--- src/rtl/cp0_unit_pkg.sv ---
// Shared CP0 definitions: register numbers, field positions, exception codes
// and the kernel entry address used by fetch redirection.
package cp0_unit_pkg;

    localparam logic [4:0] CP0_REG_SR    = 5'd12;
    localparam logic [4:0] CP0_REG_CAUSE = 5'd13;
    localparam logic [4:0] CP0_REG_EPC   = 5'd14;
    localparam logic [4:0] CP0_REG_PRID  = 5'd15;

    localparam int SR_IE_BIT    = 0;
    localparam int SR_EXL_BIT   = 1;
    localparam int SR_IM_LO     = 10;
    localparam int SR_IM_HI     = 15;
    localparam int CAUSE_EXC_LO = 2;
    localparam int CAUSE_EXC_HI = 6;
    localparam int CAUSE_IP_LO  = 10;
    localparam int CAUSE_IP_HI  = 15;
    localparam int CAUSE_BD_BIT = 31;

    localparam logic [4:0] EXC_INT  = 5'd0;
    localparam logic [4:0] EXC_ADEL = 5'd4;
    localparam logic [4:0] EXC_ADES = 5'd5;
    localparam logic [4:0] EXC_RI   = 5'd10;
    localparam logic [4:0] EXC_OV   = 5'd12;

    localparam logic [31:0] CP0_PC_KERNEL  = 32'h0000_4180;
    localparam logic [31:0] WORD_ALIGN_MASK = 32'hFFFF_FFFC;

endpackage

--- src/rtl/cp0_unit.sv ---
// Coprocessor 0: SR/Cause/EPC/PRId registers plus interrupt-vs-exception
// arbitration for the instruction currently in the M stage.
module cp0_unit
    import cp0_unit_pkg::*;
#(
    parameter logic [31:0] PRID_VALUE = 32'h0000_2021,
    parameter logic [31:0] PC_KERNEL  = CP0_PC_KERNEL
) (
    input  logic        clk,
    input  logic        reset,
    input  logic [31:0] M_PC,
    input  logic [4:0]  M_exc_code,
    input  logic        M_DB,
    input  logic [5:0]  hw_int,
    input  logic [4:0]  cp0_addr,
    input  logic        cp0_we,
    input  logic [31:0] cp0_wdata,
    input  logic        eret,
    output logic [31:0] cp0_rdata,
    output logic [31:0] epc_out,
    output logic        int_exc_req
);

    // The kernel entry is fetched as an instruction, so it has to be word aligned.
    if (PC_KERNEL[1:0] != 2'b00) begin : g_pc_kernel_check
        $error("cp0_unit: PC_KERNEL must be word aligned");
    end

    logic [5:0]  sr_im;
    logic        sr_exl;
    logic        sr_ie;
    logic        cause_bd;
    logic [5:0]  cause_ip;
    logic [4:0]  cause_exc;
    logic [31:0] epc_q;

    logic        irq;
    logic        exc;
    logic [31:0] epc_target;
    logic [31:0] sr_value;
    logic [31:0] cause_value;

    assign irq         = (|(hw_int & sr_im)) & sr_ie & ~sr_exl;
    assign exc         = (M_exc_code != EXC_INT) & ~sr_exl;
    assign int_exc_req = irq | exc;
    assign epc_target  = M_DB ? (M_PC - 32'd4) : M_PC;
    assign epc_out     = epc_q;

    always_comb begin
        sr_value    = '0;
        cause_value = '0;
        sr_value[SR_IM_HI:SR_IM_LO]           = sr_im;
        sr_value[SR_EXL_BIT]                  = sr_exl;
        sr_value[SR_IE_BIT]                   = sr_ie;
        cause_value[CAUSE_BD_BIT]             = cause_bd;
        cause_value[CAUSE_IP_HI:CAUSE_IP_LO]  = cause_ip;
        cause_value[CAUSE_EXC_HI:CAUSE_EXC_LO] = cause_exc;
        case (cp0_addr)
            CP0_REG_SR:    cp0_rdata = sr_value;
            CP0_REG_CAUSE: cp0_rdata = cause_value;
            CP0_REG_EPC:   cp0_rdata = epc_q;
            CP0_REG_PRID:  cp0_rdata = PRID_VALUE;
            default:       cp0_rdata = '0;
        endcase
    end

    // A taken request flushes the M instruction, so its mtc0/eret must not land.
    always_ff @(posedge clk) begin
        if (reset) begin
            sr_im     <= '0;
            sr_exl    <= 1'b0;
            sr_ie     <= 1'b0;
            cause_bd  <= 1'b0;
            cause_ip  <= '0;
            cause_exc <= '0;
            epc_q     <= '0;
        end else begin
            cause_ip <= hw_int;
            if (int_exc_req) begin
                sr_exl    <= 1'b1;
                cause_exc <= irq ? EXC_INT : M_exc_code;
                cause_bd  <= M_DB;
                epc_q     <= epc_target & WORD_ALIGN_MASK;
            end else begin
                if (cp0_we) begin
                    case (cp0_addr)
                        CP0_REG_SR: begin
                            sr_im  <= cp0_wdata[SR_IM_HI:SR_IM_LO];
                            sr_exl <= cp0_wdata[SR_EXL_BIT];
                            sr_ie  <= cp0_wdata[SR_IE_BIT];
                        end
                        CP0_REG_EPC: epc_q <= cp0_wdata & WORD_ALIGN_MASK;
                        default: ;
                    endcase
                end
                if (eret) begin
                    sr_exl <= 1'b0;
                end
            end
        end
    end

endmodule

--- config.mk ---
export PLATFORM = sky130hd
export DESIGN_NAME = cp0_unit
export DESIGN_NICKNAME = d
export VERILOG_FILES = /design/src/rtl/cp0_unit_pkg.sv /design/src/rtl/cp0_unit.sv
export SDC_FILE = /design/constraint.sdc
export NUM_CORES = 1
export LEC_CHECK = 0
export CAP_MARGIN = 20
export CELL_PAD_IN_SITES_DETAIL_PLACEMENT = 1
export CELL_PAD_IN_SITES_GLOBAL_PLACEMENT = 2
export CORE_MARGIN = 1
export CORE_UTILIZATION = 25
export CTS_CLUSTER_DIAMETER = 100
export DETAILED_ROUTE_END_ITERATION = 12
export GPL_TIMING_DRIVEN = 0
export PLACE_DENSITY = 0.86
export RECOVER_POWER = 100
export SETUP_SLACK_MARGIN = 0.05
export SLEW_MARGIN = 5
export SYNTH_ARGS = -nofsm -noshare
export SYNTH_HDL_FRONTEND = slang
export SYNTH_SLANG_ARGS = --single-unit
--- constraint.sdc ---
create_clock -name clk -period 6 [get_ports clk]
set_input_delay 1.8 -clock clk [delete_from_list [all_inputs] [get_ports clk]]
set_output_delay 1.8 -clock clk [all_outputs]
set_load 0.1 [all_outputs]
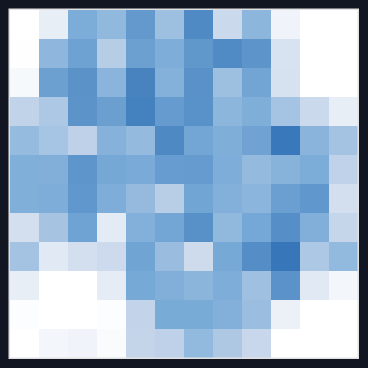
util_map.png
Scale: 3 px per um. The die is cut into 12 by 12 equal tiles; white is low, dark blue is high, 0 to 100% covered.
The fullest tile reaches 72%. 14% of the tiles are nearly empty. The mean over all tiles is 36%. The emptiest ninth of the die: lower left.
final cell utilization of the core: 39.42%
effective utilization at floorplan: 25.68%
area inside the core boundary: 12620 sq um

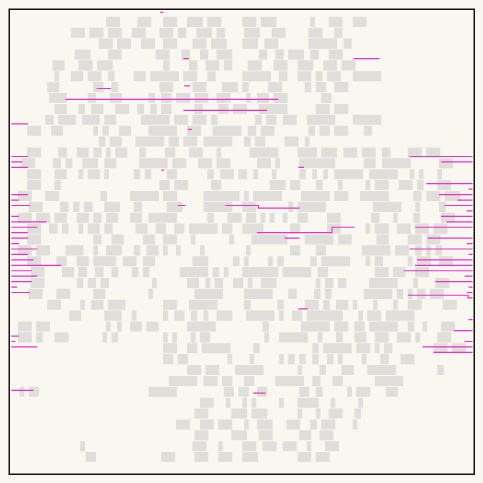
m3.png
Scale: 4 px per um.
The longest straight run is 52.9 um. The wires run mostly horizontal. 63 nets have wire on it. The layer holds 3.6% of the routed length. The layer carries 466 um of wire.
aggregate routed wire length: 12900 um
met3 Use GR: 2.249%
detailed-route via count: 3384

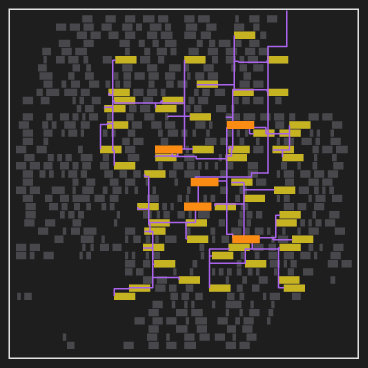
clock_wires.png
Scale: 3 px per um.
Key: orange = clock-net drivers [count 5]; purple = clock wires [length 674 um]; yellow = flip-flops [count 50]
There are 6 routed clock nets.
proportion of power drawn by the clock network: 27.4%
clock network power: 0.000288 W
later-pin clock latency in the skew report: 0.29 ns

==> run notes <==
Figures from the implementation reports.

- The flow ran to the end, and the final reports show no timing, DRC or antenna violations.
- The depth of the worst register-to-register path reads 7.
- In the hold timing report, the worst path depth is 2.
- The type of the worst setup path reads in -> out.
- The number of endpoints with negative hold slack in the final report is 0.
- The maximum level of the CTS H-tree is 2.
- The remaining antenna violation count after routing reads 0.
- The floorplan report gives the top-level pin count as 150.
- The overall track demand over capacity in global routing reads 19.23%.
- The biggest combinational cell group after synthesis is simple AND/OR/NAND/NOR gates.
- TritonCTS built the clock tree.
- The floorplan die width is 115.9 um.
- The via count of the first global-routing pass is 3524.
- Per the slew report, the remaining headroom to the max-slew limit stands at 18.21%.
- Per the synth log, the flip-flop and latch total comes to 50.
- Summing the areas of all and, or, nand and nor instances in the mapped netlist gives 26.02% of the synthesized area.
- The most area-hungry cell type in the Yosys netlist reads dfxtp_1.
- The critical path data arrival time reads 4.07 ns.
- Yosys mapped a number of flops with a built-in enable equal to 0.
- The max-cap check violation count reads 0.
- The maximum vdd drop reads 0.09652 mV.
- The proportion of power drawn by flip-flops and latches is 35.9%.
- The leakage power total reads 2.094 nW.
- The highest fanout seen on the critical path is 10.
- Yosys stat counts 380 cells in the synthesized netlist.
- The number of flip-flops under the largest register name is 30.
- The number of core rows reads 41.
- The startpoint class of the critical path reads an input port.
- From synthesis to final layout, the design area changed by 53.51%.
- The placed cell count is 696.
- The critical path in the final layout is reported with a setup slack of 0.1292 ns.
- The OpenROAD warning count is 28.
- The launch point of the worst min-delay path is recorded as cause_exc[4].
- The cell at the root of the clock tree is clkbuf_16.
- The largest buffer count on any clock path is 2.
- Sequential elements use 30.89% of the synthesized area.
- Yosys reported that registers with async set or reset make up 0%.
- Looking at the max-slew report, the worst-margin pin has a slew of 1.232 ns.
- The count of cell types in the netlist reads 57.
- Setup repair after global routing left no endpoint under its margin.
- The most used standard cell by instance count after synthesis is dfxtp_1.
- STA classifies the critical path endpoint as a primary output.
- The beginning of the worst register-to-register path is sr_im[3].
- The type of the most critical hold path is reg -> reg.
- The endpoint of the lowest-slack register-to-register path reads epc_out[16].
- The clock sink count is 50.
- The main area contributors are dfxtp_1 31%, mux2i_1 12%, nor2_1 5.4%.
- The total placed instance area reads 4897 sq um.
- The post-route non-filler standard cell count reads 704.
- After filler insertion, the fill cell instance count of the layout stands at 1545.
- Net switching is 38.82% of the power.
- The iteration-0 DRC count of the detailed router is 107.
- The accumulated negative setup slack reads 0 ns.
- Per the detail_route report, DRC violations left total 0.
- The overall die area is 13420 sq um.
- The number of buffers added to fix hold violations after cts is 0.
- In the final routed layout, each cell accounts on average for 18.33 um.
- The total setup buffers inserted after CTS is 0.
- The share of the cycle needed by the critical path after routing reads 97.85%.
- The post-layout net count is 617.
- Global routing finished with a remaining overflow of 0.
- The power report lists cell-internal power as 0.0006438 W.
- Entering global routing, the biggest net connects 15 pins.
- The count of pins over their slew limit is 0.
- The final power report lists total power as 0.001052 W.
- The commonest register cell is dfxtp_1.
- The net switching power reads 0.0004085 W.
- The placer congestion estimate reads 0.8354.
- Looking at the worst setup and hold paths, the clock pins of their registers show a slew of 0.06 ns.
- Per the summary, power density relative to cell area is 211.5 nW/um^2.
- The post-synthesis share of cell area spent on xor and xnor gates reads 7.568%.
- The part of the power in combinational logic reads 36.7%.
- The share of layout cells above drive strength 1 reads 12.22%.
- The post-synthesis mux area share is 13.75%.
- The cell-mix breakdown from Yosys lists the compound-gate area share as 14.94%.
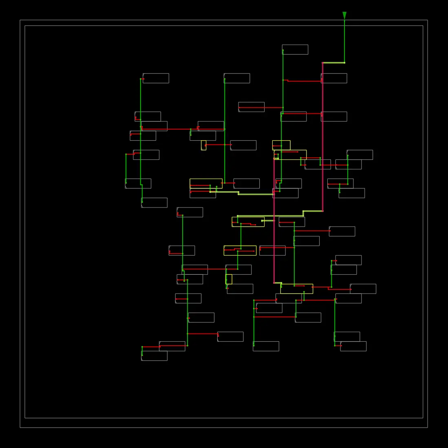
clock_nets.png
Num CTS Buffers: 5
number of sequential cells: 50
Max Clock Skew: 0.004834 ns

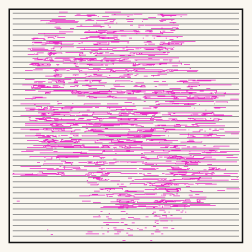
m1.png
Scale: 2 px per um. Supply wires on this layer in grey.
549 nets have wire on it. The longest straight run is 44.6 um.
M1 GR Usage: 25.49%

[how the worst max path moves through the flow]
stage                          endpoint  slack [ns]  depth (start not counted)
after global placement    cp0_rdata[30]       -0.46                          6
after CTS                  cp0_rdata[9]        0.05                          6
after floorplan            cp0_rdata[2]        0.35                          4
after global routing      cp0_rdata[15]        0.04                          6
after detailed placement  cp0_rdata[24]       -0.54                          6
final                     cp0_rdata[16]        0.13                          5
[layout make-up]
type | instances | area, sq um | share of cell area [%]
multi-input cells | 296 | 2041 | 41.02
plain buffers | 29 | 152.6 | 3.068
flip-flops and latches | 50 | 1001 | 20.12
clock buffers | 7 | 142.6 | 2.867
inverters | 6 | 30.03 | 0.6036
well taps | 172 | 215.2 | 4.326
repair buffers | 143 | 1388 | 27.89
clock inverters | 1 | 5.005 | 0.1006
[placed cells by master, fill, tap and decap left out, types with 17 or more instances in the layout]
cell,instances
clkdlybuf4s50_1,76
dlygate4sd3_1,34
dfxtp_1,50
a21oi_1,28
mux2i_1,40
xnor2_1,20
clkbuf_1,23
nor2_1,47
and3_1,20
clkdlybuf4s15_2,17
[routing by layer]
layer	vias to the layer above	GRT usage, %	routed length [um]
met4	0	4.444	164
met2	75	33.21	6404
met1	1630	25.49	5869
li1	1667	-	-
met5	-	0	0
met3	12	2.249	466
[power by group through the flow]
stage / registers (W) / logic, W / clock network [W]
2_1_floorplan: 0.000514 / 0.000124 / 0
3_3_place_gp: 0.000385 / 0.000396 / 0
3_5_place_dp: 0.000386 / 0.000400 / 0
4_1_cts: 0.000378 / 0.000400 / 0.000292
5_1_grt: 0.000380 / 0.000407 / 0.000308
6_report: 0.000378 / 0.000387 / 0.000288
[worst max-delay path: cells and delay by family]
| kind | cells | cell delay, ns |
|---|---|---|
| buf+inv | 3 | 1.77 |
| simple gates | 2 | 0.50 |
No activity file was given, so power comes from the tool's default toggle rates.
